**src/rtl/secuenciador_cuenta1_pkg.sv**
```systemverilog
// Shared definitions for secuenciador_cuenta1: FSM state encoding and parameter defaults.
package secuenciador_cuenta1_pkg;

  typedef enum logic [1:0] {
    REPOSO      = 2'd0,
    LANZA       = 2'd1,
    ESPERA_BAJA = 2'd2,
    ESPERA_ALTA = 2'd3
  } estado_t;

  localparam int PROF_DEF       = 4;
  localparam int ANCHO_ACUM_DEF = 8;
  localparam int TIMEOUT_DEF    = 16;

endpackage

```
**src/rtl/secuenciador_cuenta1_fifo_valores.sv**
```systemverilog
// fifo_valores: small FIFO of 3-bit words with an extra wrap bit on each pointer to tell full from empty.
module fifo_valores #(
  parameter int PROF = 4
) (
  input  logic       clk,
  input  logic       reset,
  input  logic       push,
  input  logic       pop,
  input  logic [2:0] dato,
  output logic [2:0] cabeza,
  output logic       lleno,
  output logic       vacio
);

  localparam int AP = $clog2(PROF);

  logic [2:0] mem [PROF];
  logic [AP:0] wr_ptr, rd_ptr;
  logic        push_ok, pop_ok;

  assign push_ok = push && !lleno;
  assign pop_ok  = pop && !vacio;

  assign vacio  = (wr_ptr == rd_ptr);
  assign lleno  = (wr_ptr[AP] != rd_ptr[AP]) && (wr_ptr[AP-1:0] == rd_ptr[AP-1:0]);
  assign cabeza = mem[rd_ptr[AP-1:0]];

  // NOTE: storage is left unreset; the pointers alone define which entries are valid.
  always_ff @(posedge clk) begin
    if (push_ok) mem[wr_ptr[AP-1:0]] <= dato;
  end

  // NOTE: sequential state uses non-blocking assignments so every register samples pre-edge values.
  always_ff @(posedge clk or posedge reset) begin
    if (reset) begin
      wr_ptr <= '0;
      rd_ptr <= '0;
    end else begin
      if (push_ok) wr_ptr <= wr_ptr + 1'b1;
      if (pop_ok)  rd_ptr <= rd_ptr + 1'b1;
    end
  end

endmodule

```
**src/rtl/secuenciador_cuenta1.sv**
```systemverilog
// Sequencer feeding the one-counting block from a FIFO and accumulating its results.
// Optional per-operation timeout: define SECUENCIADOR_TIMEOUT_EN.
module secuenciador_cuenta1
  import secuenciador_cuenta1_pkg::*;
#(
  parameter int PROF       = PROF_DEF,
  parameter int ANCHO_ACUM = ANCHO_ACUM_DEF,
  parameter int TIMEOUT    = TIMEOUT_DEF
) (
  input  logic                  clk,
  input  logic                  reset,
  input  logic [2:0]            dato,
  input  logic                  dato_valido,
  output logic                  listo,
  output logic [2:0]            valor,
  output logic                  start,
  input  logic [3:0]            cuenta,
  input  logic                  fin,
  output logic [3:0]            resultado,
  output logic                  res_valido,
  output logic [ANCHO_ACUM-1:0] total,
  output logic [ANCHO_ACUM-1:0] num,
  output logic                  ocupado,
  output logic                  error
);

  estado_t    estado, siguiente;
  logic       pop, captura;
  logic [2:0] cabeza;
  logic       lleno, vacio;

  fifo_valores #(.PROF(PROF)) u_fifo (
    .clk    (clk),
    .reset  (reset),
    .push   (dato_valido),
    .pop    (pop),
    .dato   (dato),
    .cabeza (cabeza),
    .lleno  (lleno),
    .vacio  (vacio)
  );

  assign listo   = !lleno;
  assign start   = (estado == LANZA);
  assign ocupado = (estado != REPOSO) || !vacio;

`ifdef SECUENCIADOR_TIMEOUT_EN
  localparam int ANCHO_TMP = $clog2(TIMEOUT + 1);
  logic [ANCHO_TMP-1:0] temporizador;
  logic                 vencido;
`endif

  // NOTE: every combinational output gets a default first, so no path can infer a latch.
  always_comb begin
    siguiente = estado;
    pop       = 1'b0;
    captura   = 1'b0;
    case (estado)
      // The fin gate holds off a launch while a pre-reset operation is still running.
      REPOSO:      if (!vacio && fin) begin
                     pop       = 1'b1;
                     siguiente = LANZA;
                   end
      LANZA:       siguiente = ESPERA_BAJA;
      ESPERA_BAJA: if (!fin) siguiente = ESPERA_ALTA;
      ESPERA_ALTA: if (fin) begin
                     captura   = 1'b1;
                     siguiente = REPOSO;
                   end
      default:     siguiente = REPOSO;
    endcase
`ifdef SECUENCIADOR_TIMEOUT_EN
    vencido = ((estado == ESPERA_BAJA) || (estado == ESPERA_ALTA)) && !captura &&
              (temporizador == ANCHO_TMP'(TIMEOUT - 1));
    if (vencido) siguiente = REPOSO;
`endif
  end

  always_ff @(posedge clk or posedge reset) begin
    if (reset) begin
      estado     <= REPOSO;
      valor      <= '0;
      resultado  <= '0;
      res_valido <= 1'b0;
      total      <= '0;
      num        <= '0;
    end else begin
      estado     <= siguiente;
      res_valido <= captura;
      if (pop) valor <= cabeza;
      if (captura) begin
        resultado <= cuenta;
        total     <= total + ANCHO_ACUM'(cuenta);
        num       <= num + 1'b1;
      end
    end
  end

`ifdef SECUENCIADOR_TIMEOUT_EN
  // Timer counts cycles spent in the wait states; a discarded result leaves total and num alone.
  always_ff @(posedge clk or posedge reset) begin
    if (reset) begin
      temporizador <= '0;
      error        <= 1'b0;
    end else begin
      if (estado == LANZA)
        temporizador <= '0;
      else if ((estado == ESPERA_BAJA) || (estado == ESPERA_ALTA))
        temporizador <= temporizador + 1'b1;
      if (vencido) error <= 1'b1;
    end
  end
`else
  assign error = 1'b0;
`endif

endmodule

```
**config.mk**
```make
export PLATFORM = sky130hd
export DESIGN_NAME = secuenciador_cuenta1
export DESIGN_NICKNAME = d
export VERILOG_FILES = /design/src/rtl/secuenciador_cuenta1_pkg.sv /design/src/rtl/secuenciador_cuenta1_fifo_valores.sv /design/src/rtl/secuenciador_cuenta1.sv
export SDC_FILE = /design/constraint.sdc
export NUM_CORES = 1
export LEC_CHECK = 0
export CORE_UTILIZATION = 55
export DETAILED_ROUTE_END_ITERATION = 10
export PLACE_DENSITY = 0.84
export SKIP_LAST_GASP = 1
export SLEW_MARGIN = 10
export SYNTH_ARGS = -nofsm -noshare
export SYNTH_HDL_FRONTEND = slang
export SYNTH_SLANG_ARGS = --single-unit
```
**constraint.sdc**
```tcl
create_clock -name clk -period 2.4 [get_ports clk]
set_input_delay 0.24 -clock clk [delete_from_list [all_inputs] [get_ports clk]]
set_output_delay 0.24 -clock clk [all_outputs]
set_load 0.01 [all_outputs]
```
==> ci_impl_report.md <==
## Synthesis and layout report

| Metric | Value |
|---|---|
| Outcome | `finished, final reports clean` |
| WL met1 | `about 1600 um` |
| Combinational share of cell area | `32.1%` |
| WL/cell | `14.5 um` |
| Met1 usage | `roughly 24%` |
| Maximum number of pins on one net before global-route repair | `33` |
| VDD IR max | `0.000717 V` |
| DIE AREA | `roughly 0.0040 mm^2` |
| Syn. warnings | `0` |
| Max layer used | `met4` |
| Cell area leaders | `dfrtp_1 39%, edfxtp_1 17%, ha_1 8.4%` |
| Worst skew pair latency | `0.30 ns` |
| Initial antenna violation count | `0` |
| Inverters | `13` |
| Nets | `~240` |
| Synthesis-to-layout area growth | `24.2%` |
| Leakage Power | `1.15 nW` |
| Worst hold-check path type | `primary input to async pin` |
| Final Max Slew Viols | `0` |
| RR Startpoint | `total[0]` |
| Met3 routed wirelength | `145 um` |
| Crit path DAT | `1.97 ns` |
| Setup repair bufs after CTS | `0` |
| Instance tally after logic synthesis | `170` |
| Root Buffer | `clkbuf_8` |
| CTS H-Tree Depth | `2` |
| MaxCap Viol Count | `0` |
| Cts bufs inserted | `5` |
| Met3 Use GR | `under 10%` |
| Synthesized area | `about 0.0021 mm^2` |
floorplan.png
Scale bar: 20 um. Pins as bars on the die edge.
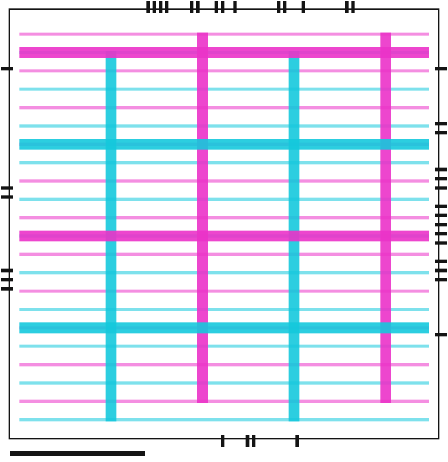
| net | color |
|---|---|
| VSS | cyan |
| VDD | magenta |
signal pins: 39
rows: 21
met4 straps: 4
met5 straps: 4
met1 rails: 22
CORE AREA: 0.00347 mm^2
die x size: 63.4 um
die height: 63.4 um

class_map.png
Scale bar: 20 um.
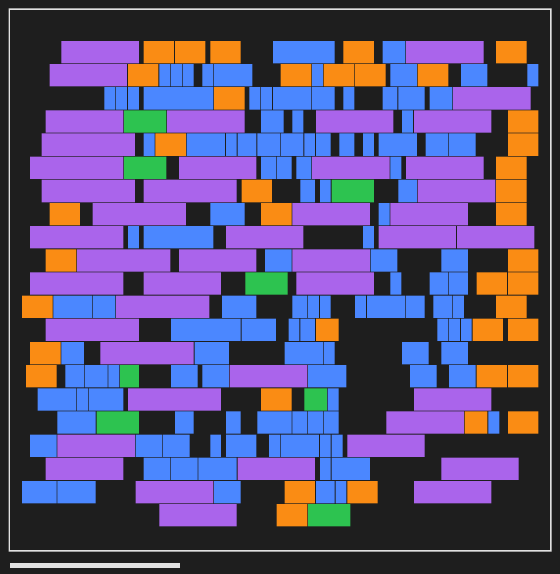
| class | color | cells | share of their area |
|---|---|---|---|
| remaining logic cells | blue | 120 | 35% |
| remaining buffers and delay cells | orange | 39 | 15% |
| clock drivers and dummy loads | green | 8 | 3.8% |
| registers | purple | 44 | 46% |

clock_wires.png
Scale bar: 20 um.
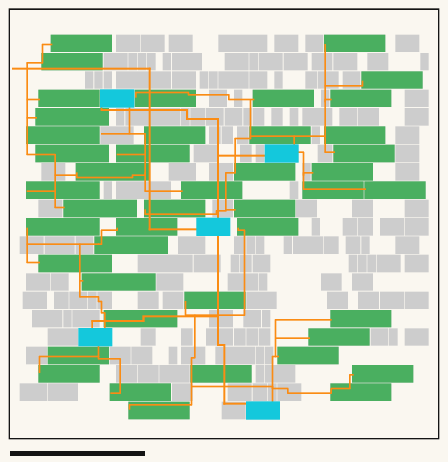
[flip-flops] green | count: 44
[clock-net drivers] cyan | count: 5
[clock wires] orange | length: 519 um
flops lie: widely spread
Power Clock: 0.000495 W
Worst Skew: 0.00963 ns

layers.png
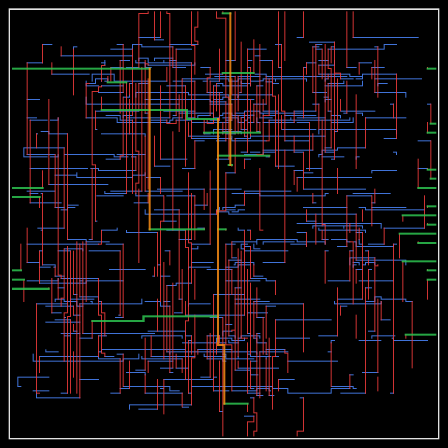
| layer | color | wire length |
|---|---|---|
| M1 | blue | 1570 um |
| M3 | green | 146 um |
| M2 | red | 1920 um |
| M4 | orange | 89.3 um |

Power and IR drop assume default switching activity.
